<file path="config.mk">
export PLATFORM = sky130hd
export DESIGN_NAME = trivium_kiv_loader
export DESIGN_NICKNAME = d
export VERILOG_FILES = /design/src/rtl/trivium_pkg.sv /design/src/rtl/sync_edge_det.sv /design/src/rtl/trivium_kiv_loader.sv
export SDC_FILE = /design/constraint.sdc
export NUM_CORES = 1
export LEC_CHECK = 0
export CAP_MARGIN = 5
export CORE_UTILIZATION = 50
export DETAILED_ROUTE_END_ITERATION = 16
export GPL_TIMING_DRIVEN = 0
export HOLD_SLACK_MARGIN = 0.02
export PLACE_DENSITY = 0.86
export SYNTH_ARGS = -nofsm -noshare
export SYNTH_HDL_FRONTEND = slang
export SYNTH_SLANG_ARGS = --single-unit
</file>
<file path="constraint.sdc">
create_clock -name clk -period 11.9 [get_ports clk]
set_input_delay 3.57 -clock clk [delete_from_list [all_inputs] [get_ports clk]]
set_output_delay 3.57 -clock clk [all_outputs]
set_load 0.01 [all_outputs]
</file>
<file path="src/rtl/trivium_pkg.sv">
// trivium_pkg: shared widths, loader state type and counter sizing for the Trivium core.
package trivium_pkg;

    localparam int KEY_W = 80;
    localparam int IV_W  = 80;

    typedef enum logic [1:0] {LOAD_KEY, LOAD_IV, ARM, RUN} kiv_state_t;

    function automatic int cnt_width(input int a, input int b);
        int m;
        m = (a > b) ? a : b;
        return (m > 1) ? $clog2(m) : 1;
    endfunction

endpackage

</file>
<file path="src/rtl/sync_edge_det.sv">
// sync_edge_det: synchronises an asynchronous pin and emits a registered one-cycle pulse per rising edge.
module sync_edge_det #(
    parameter int STAGES = 2
) (
    input  logic clk,
    input  logic rst,
    input  logic async_in,
    output logic rise_pulse
);

    logic [STAGES-1:0] sync_q, sync_d;
    logic hist_q, rise_q, rise_d;

    assign sync_d = {sync_q[STAGES-2:0], async_in};
    assign rise_d = sync_q[STAGES-1] & ~hist_q;

    always_ff @(posedge clk or posedge rst) begin
        if (rst) begin
            sync_q <= '0;
            hist_q <= 1'b0;
            rise_q <= 1'b0;
        end else begin
            sync_q <= sync_d;
            hist_q <= sync_q[STAGES-1];
            rise_q <= rise_d;
        end
    end

    assign rise_pulse = rise_q;

endmodule

</file>
<file path="src/rtl/trivium_kiv_loader.sv">
// trivium_kiv_loader: collects key then IV bytes from a strobed byte pin and
// hands them to the cipher with a load pulse followed by a steady enable.
module trivium_kiv_loader
    import trivium_pkg::*;
#(
    parameter int KEY_BYTES   = KEY_W / 8,
    parameter int IV_BYTES    = IV_W / 8,
    parameter int SYNC_STAGES = 2
) (
    input  logic                   clk,
    input  logic                   rst,
    input  logic [7:0]             data_in,
    input  logic                   strobe_in,
    input  logic                   cmd_restart,
    output logic [8*KEY_BYTES-1:0] key,
    output logic [8*IV_BYTES-1:0]  iv,
    output logic                   cipher_load,
    output logic                   cipher_en,
    output logic                   busy,
    output logic                   byte_ack
);

    localparam int CNT_W = cnt_width(KEY_BYTES, IV_BYTES);
    localparam logic [CNT_W-1:0] KEY_LAST = CNT_W'(KEY_BYTES - 1);
    localparam logic [CNT_W-1:0] IV_LAST  = CNT_W'(IV_BYTES - 1);

    kiv_state_t             state_q, state_d;
    logic [CNT_W-1:0]       cnt_q, cnt_d;
    logic [8*KEY_BYTES-1:0] key_q, key_d;
    logic [8*IV_BYTES-1:0]  iv_q, iv_d;
    logic                   ack_q, ack_d;
    logic                   take;

    sync_edge_det #(.STAGES(SYNC_STAGES)) u_strobe (
        .clk       (clk),
        .rst       (rst),
        .async_in  (strobe_in),
        .rise_pulse(take)
    );

    // Restart wins over a byte arriving in the same cycle; that byte is lost.
    always_comb begin
        state_d = state_q;
        cnt_d   = cnt_q;
        key_d   = key_q;
        iv_d    = iv_q;
        ack_d   = 1'b0;
        if (cmd_restart) begin
            state_d = LOAD_KEY;
            cnt_d   = '0;
            key_d   = '0;
            iv_d    = '0;
        end else begin
            case (state_q)
                LOAD_KEY: if (take) begin
                    key_d[{cnt_q, 3'b000} +: 8] = data_in;
                    ack_d   = 1'b1;
                    cnt_d   = (cnt_q == KEY_LAST) ? '0 : cnt_q + 1'b1;
                    state_d = (cnt_q == KEY_LAST) ? LOAD_IV : LOAD_KEY;
                end
                LOAD_IV: if (take) begin
                    iv_d[{cnt_q, 3'b000} +: 8] = data_in;
                    ack_d   = 1'b1;
                    cnt_d   = (cnt_q == IV_LAST) ? '0 : cnt_q + 1'b1;
                    state_d = (cnt_q == IV_LAST) ? ARM : LOAD_IV;
                end
                ARM:     state_d = RUN;
                default: ;
            endcase
        end
    end

    always_ff @(posedge clk or posedge rst) begin
        if (rst) begin
            state_q <= LOAD_KEY;
            cnt_q   <= '0;
            key_q   <= '0;
            iv_q    <= '0;
            ack_q   <= 1'b0;
        end else begin
            state_q <= state_d;
            cnt_q   <= cnt_d;
            key_q   <= key_d;
            iv_q    <= iv_d;
            ack_q   <= ack_d;
        end
    end

    assign key         = key_q;
    assign iv          = iv_q;
    assign byte_ack    = ack_q;
    assign busy        = (state_q == LOAD_KEY) || (state_q == LOAD_IV);
    assign cipher_en   = (state_q == RUN);
    assign cipher_load = (state_q == ARM) && !cmd_restart;

endmodule

</file>
==> changes_impl.md <==
### Changed

* Flop area at between 0.004 and 0.005 mm²
* Signal buffers share of area at 19.1%
* Number of synthesized flops with an enable pin at 0
* Peak Freq at 108 MHz
* Layout Nets at 779
* Die Ht at between 100 and 150 µm
* Clk slew on worst S/H paths at 0.06 ns
* Critical Path Start Type: input pin
* Asr flop ratio synth at 100%
* Cell Chain, Critical Path: clkdlybuf4s50_1, clkbuf_1, clkbuf_1, nor2b_1, clkdlybuf4s50_1
* DRT Pass-1 Iters at 5
* DP Area at 0.00910 mm²
* Post-cts sizing count at 0
* Combinational gate area at 0.00267 mm²
* TNS Setup at 0 ns
* Hold buffers post-CTS at 0
* Worst slew pin tran at 0.853 ns
* Antenna violations before repair at 0
* Logic Gate Count at 346
* Unique cell types at 53
* Crit-path leading delay family: buffers and inverters
* CTS Buffer Depth at 2
* Max Cap Viol at 0
* Top Ports at 176
* FP Util at 51.5%
* Insertion Delay late pin at around 0.43 ns
* Final ANT Viol Nets at 0
* Skew final at 0.00828 ns
* Overall routing resource usage at ~28%
* Vias at 5715
* Yosys stat cell total at ~570
* DPL Wire Length at 13.6 mm
* VDD IR-drop max at between 0.09 and 0.1 mV
* Min-Delay Path Class: reg2reg
* Core Box Area at 0.0139 mm²
* Yosys stat area at between 0.007 and 0.008 mm²
* Pwr dens at 130 mW/mm²
* Mapped Cells at 573
* Layout Cell Area excl Fill at 0.00975 mm²
* # clk buffers at 18
* Post-route DRC at 0
* P&R area growth vs syn at 36.0%
* DR WL/cell at around 21 µm
* Num CTS Buffers at 17
* Tool Warnings at 31
* Post-CTS setup buffer count at 0
* CTS sink count at about 170
* Max-slew violation count at 0
* Cell Area, Synth at about 0.0072 mm²
* Synth Area per Inst at between 10 and 15 µm²
* Root Buffer Master: clkbuf_16
* Final hold violations at 0
* Layout cells sized above 1 at 8.15%
* IO buf count at 167
* Crit path buf inv count at 4
* Setup violators final at 0
* Drt total wl at 20.0 mm
* Max-area cell class: registers
* First-pass GRT wire length at 31.5 mm
* Overflow after GRT at 0
* Vias in the first global route at approximately 5600
* Critical path arrival at 5.68 ns
* Minimum clock period at 9.25 ns
* Prevailing post-synth register cell: dfrtp_1
* RSZ-0062 raised after global routing: false
* Site row count at between 40 and 50
* Status: complete, no violations
* Final period util at 77.7%
* Yosys warns at 0
* N_diodes at 0
* Static Leak at 4.46 nW
* Bufs w/o clock at around 210
## placed cells by master, fill, tap and decap left out, drive strengths merged, types with 9 or more instances in the layout
master,n
dfrtp,171
clkdlybuf4s50,167
a22o,96
nor2,60
mux2i,56
clkbuf,41
nand2,26
inv,20
buf,18
o21ai,14
a21oi,11
a31oi,9
## cells by family (layout without fill, tap and decap cells)
kind of cell,Yosys count,in the layout,synth area share (%)
and+or+nand+nor,134,134,10.4
buffers and inverters,56,256,3.14
xor gates and xnor gates,1,1,0.122
AOI/OAI and AO/OA,148,148,17.7
muxes,56,56,7.82
DFF,171,171,59.7
adders and majority gates,7,7,1.22
## final timing paths
kind	from	end	slack (ns)	cells past startpoint
worst min register to register	u_strobe.sync_q[0]	u_strobe.sync_q[1]	0.35	0
worst min-delay path	u_strobe.sync_q[0]	u_strobe.sync_q[1]	0.35	0
min in group asynchronous	rst	u_strobe.sync_q[1]	3.65	2
max in group asynchronous	rst	iv[43]	7.38	3
worst max-delay path	cmd_restart	cipher_load	2.65	5
worst max register to register	cnt_q[0]	iv[18]	8.37	8
## flip-flops by register name, summed over array words and instances, names as in the netlist
| register | count |
|---|---|
| u_strobe.sync_q | 2 |
| state_q | 2 |
| u_strobe.rise_pulse | 1 |
| byte_ack | 1 |
| key | 80 |
| iv | 80 |
| cnt_q | 4 |
| u_strobe.hist_q | 1 |
## where the power goes
part / switching (W) / internal, W / total [W]
logic: 0.0000526 / 0.0000150 / 0.0000676
clock network: 0.000236 / 0.000380 / 0.000616
registers: 0.00000190 / 0.000584 / 0.000586
## per-layer routing
| layer | vias up | wire length (µm) | share of wire (%) | track usage (%) |
|---|---|---|---|---|
| met1 | 2928 | 8560 | 43 | 38.3 |
| met2 | 281 | 9460 | 47 | 43.8 |
| met5 | - | 0 | 0 | 0 |
| met3 | 26 | 1730 | 8.7 | 8.57 |
| met4 | 0 | 253 | 1.3 | 8.41 |
| li1 | 2480 | - | - | - |
## Yosys cell counts (all sizes together) (3+ instances only)
| cell | instances | area (µm²) |
|---|---|---|
| ha | 7 | 87.6 |
| and3b | 3 | 26.3 |
| nand3 | 5 | 25.0 |
| nor2b | 3 | 18.8 |
| clkbuf | 23 | 86.3 |
| a21oi | 11 | 55.1 |
| nor3 | 8 | 65.1 |
| a22o | 96 | 841 |
| a311oi | 3 | 61.3 |
| nand2b | 3 | 18.8 |
| nor4 | 5 | 73.8 |
| a31oi | 9 | 62.6 |
| inv | 16 | 60.1 |
| nor2 | 60 | 225 |
| buf | 17 | 78.8 |
| o21ai | 14 | 70.1 |
| mux2i | 56 | 561 |
| nand2 | 26 | 97.6 |
| nor4b | 4 | 47.6 |
| nand3b | 3 | 22.5 |
| dfrtp | 171 | 4280 |
## per-stage QoR
step                      setup WS [ns]  power, W  hold WS, ns  cells  util [%]
after floorplan                    3.70  0.000639        0.331    573         -
after global placement             1.98  0.000661        0.338    920      65.1
after detailed placement           2.69  0.000664        0.336    921      65.3
after CTS                          2.67   0.00127        0.350    953      70.0
after global routing               2.56   0.00130        0.360    953      70.0
final                              2.65   0.00127        0.347    953      70.0
Fig. 1: sequential cells grouped by signal name
Scale: 2 px per µm. Other sequential cells in the stronger gray, the rest of the logic in the fainter gray.
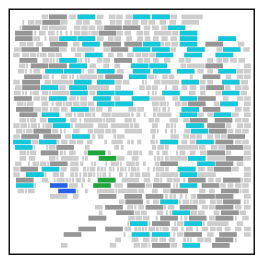
iv: shown in cyan, sequential cells 80, where widely spread. state_q: shown in blue, sequential cells 2. cnt_q: shown in green, sequential cells 4.
Another 85 sequential cells are not colored.

Fig. 2: cell placement
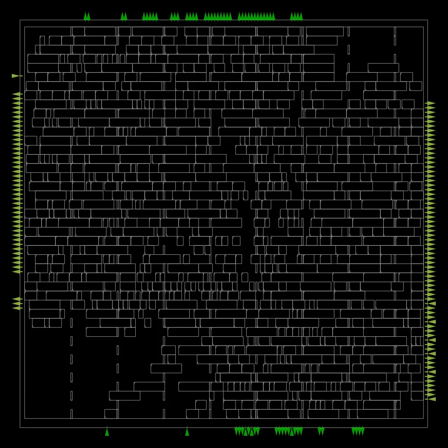
Filler Cell Count: 951
Tap Count: 180
fraction of area in registers: 43.9%
post-route non-filler standard cell count: 953
registers: 171

Fig. 3: wires at chosen ports, followed through buffers
Scale: 4 px per µm.
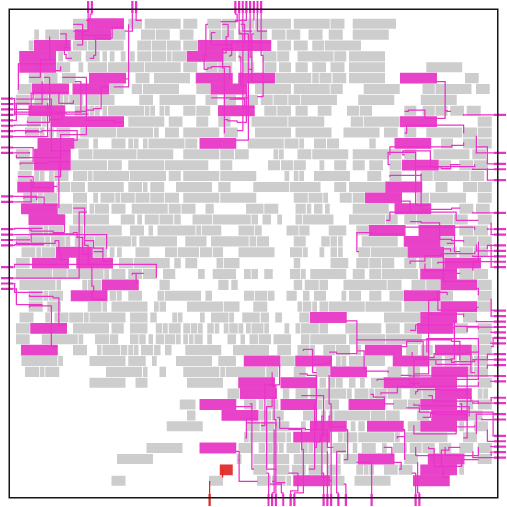
rst: shown in red, direction input, end cells 1, buffers 1, wire 5.60 µm. key: shown in magenta, direction output, end cells 80, buffers 80, wire 2410 µm.

No activity file was given, so power comes from the tool's default toggle rates.
